<file path="config.mk">
export PLATFORM = sky130hd
export DESIGN_NAME = sr_latch_bank
export DESIGN_NICKNAME = d
export VERILOG_FILES = /design/src/rtl/sr_bank_pkg.sv /design/src/rtl/sr_sync.sv /design/src/rtl/sr_latch_bank.sv
export SDC_FILE = /design/constraint.sdc
export NUM_CORES = 1
export LEC_CHECK = 0
export ABC_AREA = 1
export CAP_MARGIN = 25
export CORE_UTILIZATION = 40
export DETAILED_ROUTE_END_ITERATION = 16
export PLACE_DENSITY = 0.67
export SLEW_MARGIN = 30
export SYNTH_ARGS = -nofsm -noshare
export SYNTH_HDL_FRONTEND = slang
export SYNTH_SLANG_ARGS = --single-unit
</file>
<file path="constraint.sdc">
create_clock -name clk -period 2.7 [get_ports clk]
set_clock_uncertainty 0.1 [all_clocks]
set_input_delay 0.54 -clock clk [delete_from_list [all_inputs] [get_ports clk]]
set_output_delay 0.54 -clock clk [all_outputs]
set_load 0.005 [all_outputs]
</file>
<file path="src/rtl/sr_bank_pkg.sv">
// Shared encodings and helpers for the SR latch bank.
// Conflict policy codes and counter sizing live here.
package sr_bank_pkg;

  localparam logic [1:0] MODE_HOLD = 2'd0;
  localparam logic [1:0] MODE_SET  = 2'd1;
  localparam logic [1:0] MODE_RST  = 2'd2;
  localparam logic [1:0] MODE_TOG  = 2'd3;

  localparam int CNT_W = 8;
  localparam logic [CNT_W-1:0] CNT_MAX = '1;

  function automatic logic next_q(
    input logic       cur,
    input logic       set,
    input logic       clr,
    input logic [1:0] mode
  );
    logic n;
    n = cur;
    unique case (1'b1)
      set && !clr: n = 1'b1;
      !set && clr: n = 1'b0;
      set && clr: begin
        unique case (mode)
          MODE_HOLD: n = cur;
          MODE_SET:  n = 1'b1;
          MODE_RST:  n = 1'b0;
          MODE_TOG:  n = ~cur;
          default:   n = cur;
        endcase
      end
      default: n = cur;
    endcase
    return n;
  endfunction

endpackage

</file>
<file path="src/rtl/sr_sync.sv">
// Multi-stage input synchroniser with async reset.
// STAGES=0 degenerates to a straight wire.
module sr_sync #(
  parameter int WIDTH  = 8,
  parameter int STAGES = 2
) (
  input  logic             clk,
  input  logic             rst,
  input  logic [WIDTH-1:0] d,
  output logic [WIDTH-1:0] q
);

  if (STAGES == 0) begin : g_bypass
    logic unused_clk_rst;
    assign unused_clk_rst = clk ^ rst;
    assign q = d;
  end else begin : g_flops
    logic [WIDTH-1:0] pipe [STAGES];

    always_ff @(posedge clk or posedge rst) begin
      if (rst) begin
        for (int i = 0; i < STAGES; i++)
          pipe[i] <= '0;
      end else begin
        pipe[0] <= d;
        for (int i = 1; i < STAGES; i++)
          pipe[i] <= pipe[i-1];
      end
    end

    assign q = pipe[STAGES-1];
  end

endmodule

</file>
<file path="src/rtl/sr_latch_bank.sv">
// Bank of independent clocked SR channels with synchronised
// inputs, edge pulses and sticky conflict tracking.
module sr_latch_bank
  import sr_bank_pkg::*;
#(
  parameter int               WIDTH         = 8,
  parameter int               SYNC_STAGES   = 2,
  parameter int               CONFLICT_MODE = 0,
  parameter logic [WIDTH-1:0] RESET_Q       = {WIDTH{1'b0}}
) (
  input  logic             clk,
  input  logic             rst,
  input  logic [WIDTH-1:0] s,
  input  logic [WIDTH-1:0] r,
  input  logic             clr_err,
  output logic [WIDTH-1:0] q,
  output logic [WIDTH-1:0] qb,
  output logic [WIDTH-1:0] rise,
  output logic [WIDTH-1:0] fall,
  output logic [WIDTH-1:0] conflict,
  output logic [CNT_W-1:0] conflict_cnt
);

  localparam logic [1:0] MODE = 2'(CONFLICT_MODE);

  logic [WIDTH-1:0] ss;
  logic [WIDTH-1:0] rs;
  logic [WIDTH-1:0] q_nxt;
  logic [WIDTH-1:0] both;
  logic             any_both;

  sr_sync #(.WIDTH(WIDTH), .STAGES(SYNC_STAGES)) u_sync_s (
    .clk (clk),
    .rst (rst),
    .d   (s),
    .q   (ss)
  );

  sr_sync #(.WIDTH(WIDTH), .STAGES(SYNC_STAGES)) u_sync_r (
    .clk (clk),
    .rst (rst),
    .d   (r),
    .q   (rs)
  );

  for (genvar i = 0; i < WIDTH; i++) begin : g_ch
    assign q_nxt[i] = next_q(q[i], ss[i], rs[i], MODE);
    assign both[i]  = ss[i] & rs[i];
  end

  assign any_both = |both;
  // Derived from q so the pair can never agree, even in reset.
  assign qb = ~q;

  always_ff @(posedge clk or posedge rst) begin
    if (rst) begin
      q    <= RESET_Q;
      rise <= '0;
      fall <= '0;
    end else begin
      q    <= q_nxt;
      rise <= q_nxt & ~q;
      fall <= ~q_nxt & q;
    end
  end

  // A conflict arriving with clr_err restarts the tally at one.
  always_ff @(posedge clk or posedge rst) begin
    if (rst) begin
      conflict     <= '0;
      conflict_cnt <= '0;
    end else if (clr_err) begin
      conflict     <= both;
      conflict_cnt <= any_both ? CNT_W'(1) : '0;
    end else begin
      conflict <= conflict | both;
      if (any_both && conflict_cnt != CNT_MAX)
        conflict_cnt <= conflict_cnt + CNT_W'(1);
    end
  end

endmodule

</file>
==> run notes, run 1 <==
Physical design

The flow ran to the end, and the final reports show no timing, DRC or antenna violations. Power comes to between 0.002 and 0.0025 W. Detailed routing placed a total of 2390 µm of wire on met2. The cell sequence reported for the critical path is inv_1 > clkdlybuf4s50_1.

The setup slack after placement stands at approximately 0.65 ns. The share of the Yosys chip area taken by registers is 0.676. The number of flops mapped to enable cells by yosys stands at 0. According to the timing report, the arrival time at the worst endpoint equals 1.38 ns. The power dissipated by switching net loads stands at 0.000553 W.

The final hold violation count recorded for this run is 0. Among all cell classes, the greatest summed area belongs to flip-flops and latches. The total track usage stands at 0.144. The report lists the number of standard-cell rows as 29. The STA report counts the stages on the worst setup path as 2. The share of total power dissipated in sequential elements is 0.493. The standard cell area after detailed placement stands at ~3400 µm². The fraction of area in multi-input gates stands at 0.199. The launch point of the worst min-delay path is recorded as u_sync_r.g_flops.pipe[13]. Cell internal power was estimated by the tool at between 0.0015 and 0.002 W.

The synthesis stats list as the most numerous cell sky130_fd_sc_hd__dfrtp_1. The number of antenna violations at the first check in global routing is 0. The tally of unique sky130hd cells used after synthesis stands at 18. The number of tap cells inserted stands at about 77. Of the available clock period, the critical path in the final layout requires 0.746. The startpoint identified for the worst register-to-register timing path is u_sync_s.q[4]. The flow reports an fmax of approximately 500 MHz. The number of buffers added for setup after CTS stands at 0. The average cell area after synthesis stands at 11.7 µm².

The setup TNS stands at 0 ns. The global-route wire length before repair stands at 7730 µm. The cell-mix breakdown from Yosys lists the adder-cell area share as 0.0798. The clock sink total stands at just over 70.

roughly 67 I/O pins were placed. Entering global routing, the biggest net connects 32 pins. The count of endpoints failing setup in the final report stands at 0. The count of cells in the finished layout, fillers not included, comes to 388. Looking at the clock tree report, the root buffer type is sky130_fd_sc_hd__clkbuf_8.

STA classifies the critical path endpoint as an output pin. The half-perimeter wire length after detailed placement stands at ~3300 µm. For this run, global-route usage on met3 was measured as 0.0297. TritonRoute output was used to compute an average wire per cell of 11.9 µm.

Of the total synthesized cell area, the portion taken by AND-OR and OR-AND cells is 0.0549. By count the netlist is led by sky130_fd_sc_hd__dfrtp_1 (72), sky130_fd_sc_hd__inv_1 (31), sky130_fd_sc_hd__nand2_1 (29), sky130_fd_sc_hd__nor2_1 (18), sky130_fd_sc_hd__ha_1 (17). Power attributed to combinational cells is 0.000304 W. The power report attributes to the combinational group a share of 0.125. The detailed-routing iteration count for the pre-antenna-repair pass stands at 4. The worst setup path is launched from a register. Per the OpenROAD floorplan log, the width of the die is between 80 and 90 µm. The flip-flop and latch area stands at between 1500 and 2000 µm². The synthesized design spends more area on one cell type than any other, namely sky130_fd_sc_hd__dfrtp_1. The layer flagged by global routing as most heavily used is met2. The synthesized netlist occupies a cell area of roughly 2700 µm². The share of synthesized area in the top cell type comes to 0.676.
run_1/gates.png
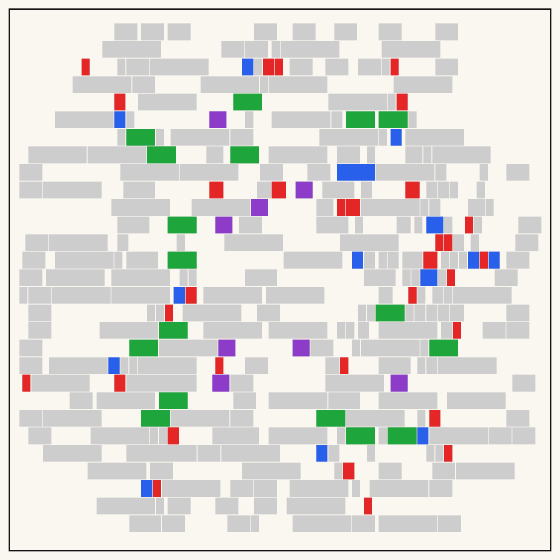
legend:
  green:
    family: fa/ha/maj cells
    cells: 17
    most_used: ha_1
  purple:
    family: non-inverting ao/oa cells
    cells: 8
    most_used: a21o_1
    where: middle
  blue:
    family: aoi and oai cells
    cells: 14
    most_used: o21ai_0
  red:
    family: nor cells
    cells: 31
    most_used: nor2_1
    where: spread over the die

run_1/floorplan.png
Bar = 20 µm. Pins as bars on the die edge. Tap cells in gray.
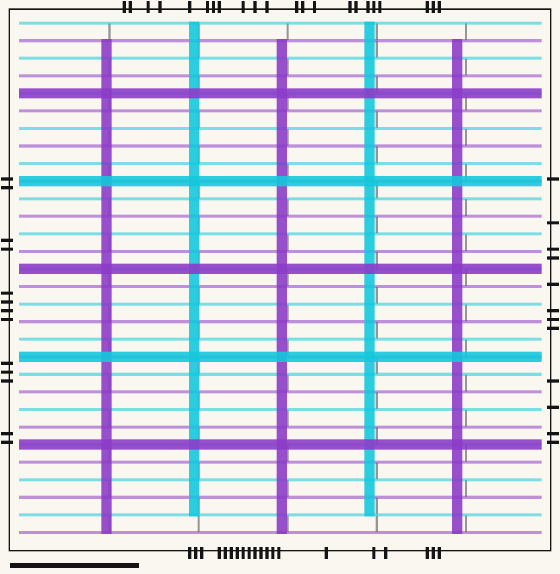
legend:
  purple:
    net: VSS
  cyan:
    net: VDD
signal pins: 67
met1 rails: 30
met4 straps: 5

run_1/placed.png
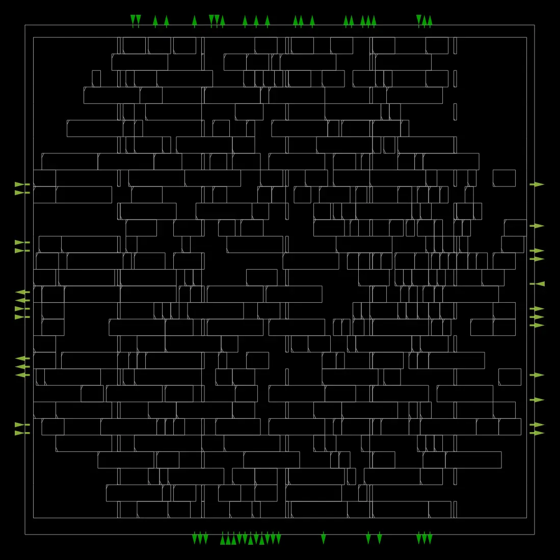
number of inserted filler cells in the final layout: 538
area of the core: 6390 µm²

run_1/util_map.png
Bar = 20 µm. 8 x 8 tiles, from white (low) to dark blue (high), 0 to 100% covered.
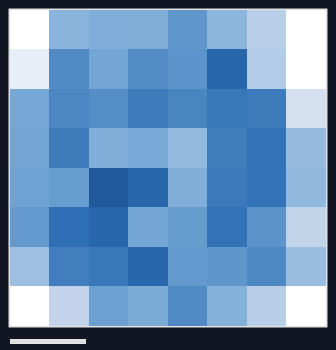
fullest tile: 83%
nearly empty tiles: 7.8%
emptiest ninth of the die: top right
tiles over 75% full: 7.8%
mean over tiles: 51%

==> inputs of run 2 (changes only) <==
--- a/config.mk
+++ b/config.mk
@@ -9,7 +9,7 @@
 export CAP_MARGIN = 25
 export CORE_UTILIZATION = 40
 export DETAILED_ROUTE_END_ITERATION = 16
-export PLACE_DENSITY = 0.67
+export PLACE_DENSITY = 0.7
 export SLEW_MARGIN = 30
 export SYNTH_ARGS = -nofsm -noshare
 export SYNTH_HDL_FRONTEND = slang
==> constraint.sdc (replaced) <==
create_clock -name clk -period 1.6 [get_ports clk]
set_clock_uncertainty 0.1 [all_clocks]
set_input_delay 0.32 -clock clk [delete_from_list [all_inputs] [get_ports clk]]
set_output_delay 0.32 -clock clk [all_outputs]
set_load 0.005 [all_outputs]
run_2/util_map.png
Bar = 20 µm. 8 x 8 tiles, from white (low) to dark blue (high), 0 to 100% covered.
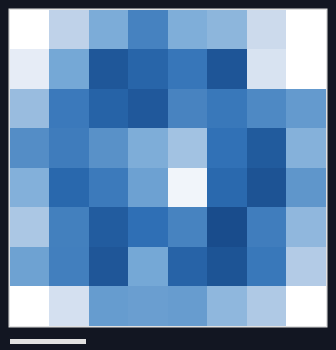
floorplan-stage core utilization: 0.417
post-layout utilization of the core: 0.606

==> run notes, run 2 <==
Physical design

The run finished with clean final reports. The cell-mix breakdown from Yosys lists the adder-cell area share as 0.0798. The average vias per placed instance stands at roughly 4.5. In the post-synthesis netlist, the biggest area contributors are sky130_fd_sc_hd__dfrtp_1 (68%), sky130_fd_sc_hd__ha_1 (8.0%), sky130_fd_sc_hd__inv_1 (4.4%).

The setup TNS stands at 0 ns. The total number of multi-input combinational cells stands at approximately 120. The global routing stage identified its most utilized layer as met2. The met3 capacity usage during global routing stands at 0.0317. The detailed-routing iteration count for the pre-antenna-repair pass stands at 4. The met1 wire length stands at 2000 µm.

In this run the tool buffered the top-level ports with about 66 buffer cells. The worst register-to-register path ends at conflict_cnt[0]. The routed design uses ~2600 µm of met2 wire.

The area fraction of the largest cell type after synthesis is 0.676. The vertical die size stands at around 84 µm. The number of antenna violations at the first check in global routing came to 0. The flip-flop and latch area stands at between 1500 and 2000 µm². Entering global routing, the biggest net connects ~73 pins.

The standard cell area after detailed placement stands at 3460 µm². The global-route wire length before repair stands at between 8000 and 9000 µm. The most used flip-flop cell after synthesis is sky130_fd_sc_hd__dfrtp_1.

Per the synthesis report, the number of distinct cell types is 18. ~67 I/O pins were placed. After synthesis, the most frequently instantiated cells are sky130_fd_sc_hd__dfrtp_1 (72), sky130_fd_sc_hd__inv_1 (31), sky130_fd_sc_hd__nand2_1 (29), sky130_fd_sc_hd__nor2_1 (18), sky130_fd_sc_hd__ha_1 (17). In this run the critical register-to-register path is launched from conflict_cnt[0]. In the final routed layout, each cell accounts on average for roughly 12 µm. The fraction of area in multi-input gates stands at 0.193.

The synthesis stats list as the most numerous cell sky130_fd_sc_hd__dfrtp_1. The non-clock buffer instance count of the final layout stands at approximately 96. Data on the critical path arrives at its endpoint at 1.71 ns. Per the layout report, the design carries approximately 540 filler cells.

The core region is between 6000 and 7000 µm². Overall routing resource usage recorded by global route was 0.152. For the worst min-delay path, the startpoint reported by OpenROAD is u_sync_r.g_flops.pipe[8].

The power dissipated by switching net loads stands at 0.000947 W. The flow reports power dissipated in combinational cells as about 0.00057 W. The count of endpoints failing setup in the final report stands at 0. The clock net in this run drives a total of about 72 sinks.

The design received a total of a little under 80 well taps at floorplan. The number of setup buffers added after CTS is 21. For hold timing, the worst endpoint is u_sync_r.q[0].

The width of the die stands at around 84 µm. In the final report, the number of hold violations comes to 0. The quantity of gates resized following cts stands at 40. For this run, the chip area from Yosys synthesis comes to roughly 2700 µm². Static timing analysis puts the maximum clock frequency at 631 MHz.

The most critical setup path has its startpoint at conflict_cnt[0]. The setup slack after placement stands at 0.0734 ns. The synthesis-to-finish area growth stands at 45.2%. The met2 global-route usage stands at 0.259. The sequential power share stands at 0.471. The largest total area in the synthesized netlist belongs to sky130_fd_sc_hd__dfrtp_1. The number of flops mapped to enable cells by yosys stands at 0. STA classifies the critical path endpoint as a register. The complex-gate fraction of the synthesized area stands at 0.0549. Among all cell classes, the greatest summed area belongs to flip-flops and latches. Summing every instance area after synthesis gives between 2000 and 3000 µm². The register share after synthesis stands at 0.676. The average cell area after synthesis stands at approximately 12 µm². The half-perimeter wire length after detailed placement stands at between 3000 and 4000 µm. The power report attributes to the combinational group a share of 0.135. The share of the clock period used by the worst path after layout stands at 0.990. The number of logic stages on the critical path including buffering stands at 9. The post-layout total power stands at 0.00424 W.
run_2/placed.png
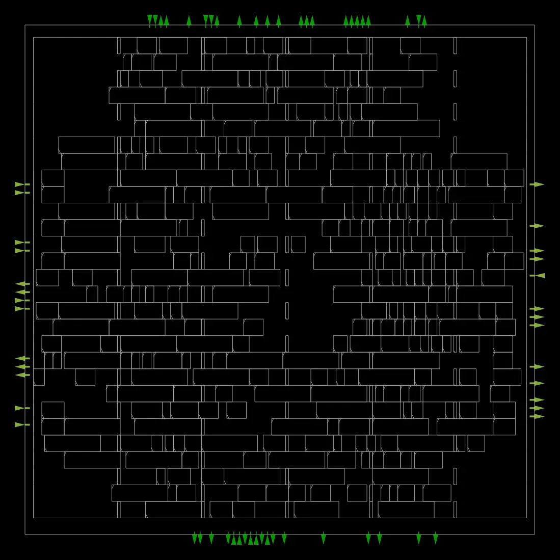
seq_cells: 72
fin cells: 416
Rows: 29
flop share of the area: 0.466

==> inputs of run 3 (changes only) <==
--- a/config.mk
+++ b/config.mk
@@ -7,9 +7,9 @@
 export LEC_CHECK = 0
 export ABC_AREA = 1
 export CAP_MARGIN = 25
-export CORE_UTILIZATION = 40
+export CORE_UTILIZATION = 43
 export DETAILED_ROUTE_END_ITERATION = 16
-export PLACE_DENSITY = 0.7
+export PLACE_DENSITY = 0.74
 export SLEW_MARGIN = 30
 export SYNTH_ARGS = -nofsm -noshare
 export SYNTH_HDL_FRONTEND = slang
run_3/gates.png
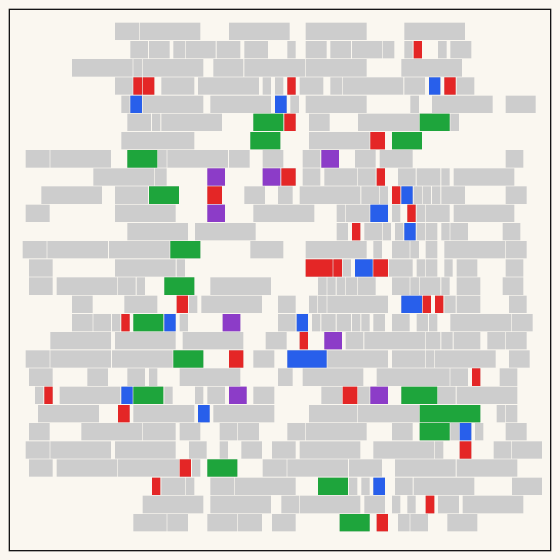
legend:
  green:
    family: fa/ha/maj cells
    cells: 17
    most_used: ha_1
  purple:
    family: non-inverting ao/oa cells
    cells: 8
    most_used: a21o_1
    where: middle
  red:
    family: nor cells
    cells: 31
    most_used: nor2_1
  blue:
    family: aoi and oai cells
    cells: 15
    most_used: o21ai_0

run_3/port_trees.png
Bar = 20 µm.
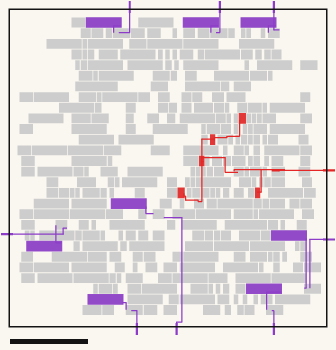
legend:
  purple:
    port: fall
    bits: 8
    direction: output
    end_cells: 8
    buffers: 8
    wire: 139 µm
  red:
    port: clr_err
    bits: 1
    direction: input
    end_cells: 5
    buffers: 2
    wire: 84.6 µm

==> run notes, run 3 <==
Physical design

The run finished with clean final reports. The average vias per placed instance stands at 4.62. Among the non-sequential cells, simple AND/OR/NAND/NOR gates take the most area. The met3 capacity usage during global routing stands at 0.0568. The number of logic stages on the critical path including buffering stands at 3. Entering global routing, the biggest net connects 37 pins. After detailed routing, the met2 layer carries roughly 2700 µm of wire. The power report attributes to the sequential group a share of 0.481. From left edge to right edge, the die measures just over 80 µm.

The synthesis run shows the most used standard cells to be sky130_fd_sc_hd__dfrtp_1 (72), sky130_fd_sc_hd__inv_1 (31), sky130_fd_sc_hd__nand2_1 (29), sky130_fd_sc_hd__nor2_1 (18), sky130_fd_sc_hd__ha_1 (17). Per Yosys stat, the portion of area used by sequential elements is 0.676. The final timing summary puts the cycle share of the worst path at 0.971.

The finished layout holds between 400 and 500 standard cells, fillers aside. The synthesis-to-finish area growth stands at 47.7%. Data arrives at the worst endpoint at between 1 and 1.5 ns. The tree is rooted in a sky130_fd_sc_hd__clkbuf_8. The power dissipated by switching net loads stands at 0.000968 W.

The number of antenna violations at the first check in global routing stands at 0. The global-route wire length before repair stands at 8200 µm. Of the total power, combinational logic draws 0.144.

The synthesized netlist contains 18 unique library cells. According to the cell report, flip-flops and latches in the layout number just over 70. The number of buffers added for setup after CTS stands at 22. In this run the mean area of a mapped cell was 11.7 µm². The half-perimeter wire length after detailed placement stands at 3280 µm. The leakage component of the power was reported as between 2 and 2.5 nW.

The area share of the largest cell type after synthesis stands at 0.676. Multi-input logic gates represent a cell area share of 0.202. The non-clock buffer instance count of the final layout stands at between 100 and 150. In this run, the synthesized area fraction spent on AND-OR/OR-AND gates is recorded as 0.0549.

The cell-mix breakdown from Yosys lists the adder-cell area share as 0.0798. The biggest slice of the area belongs to flip-flops and latches. The internal power of the cells totals around 0.0032 W.

Port buffering added around 66 buffers. The total track usage stands at 0.176. Per the synth stats, the flop cell with the highest instance count is sky130_fd_sc_hd__dfrtp_1. The tightest min-delay check is of the in2async type. The vertical die dimension reported for this design is a little over 80 µm.

The wire length per cell stands at 12.3 µm. The signal on the critical path passes through buf_4 > inv_1 > clkdlybuf4s15_1. After floorplanning, the core was divided into 28 placement rows. The final standard cell utilization of the core stands at 0.661.

According to the timing report, the critical path is captured at qb[3]. The flow inserted roughly 75 tap cells. The pre-placement core utilization stands at 0.447. The count of endpoints failing setup in the final report stands at 0.

Sorting the synthesized cells by area gives the leading types as sky130_fd_sc_hd__dfrtp_1 (68%), sky130_fd_sc_hd__ha_1 (8.0%), sky130_fd_sc_hd__inv_1 (4.4%). In this run, synthesis inferred 0 flip-flops with an integrated enable. After clock tree synthesis, the repair step resized between 40 and 50 gates. The total number of multi-input combinational cells stands at ~120. 67 I/O pins were placed. After synthesis, the chip area reported by Yosys is roughly 2700 µm². The number of fill cells in the layout stands at approximately 480. OpenSTA lists the critical path startpoint as q[3]. STA classifies the critical path endpoint as an output pin. The worst setup path is launched from a register. The top achievable clock speed stands at roughly 640 MHz. Per the timing report, the most critical flop-to-flop path originates at conflict_cnt[0].

The met2 global-route usage stands at 0.283. The register share of the cell area stands at 0.458. The placeable core region stands at ~6000 µm².

The met1 wire length stands at between 2000 and 2500 µm. The clock sink total stands at 72. The post-layout total power stands at between 0.004 and 0.005 W. In this run the most used layer during global routing was met2. Combinational cells consume a total of about 0.00060 W. The final timing report lists a hold violation count of 0.
No activity file was given, so power comes from the tool's default toggle rates.
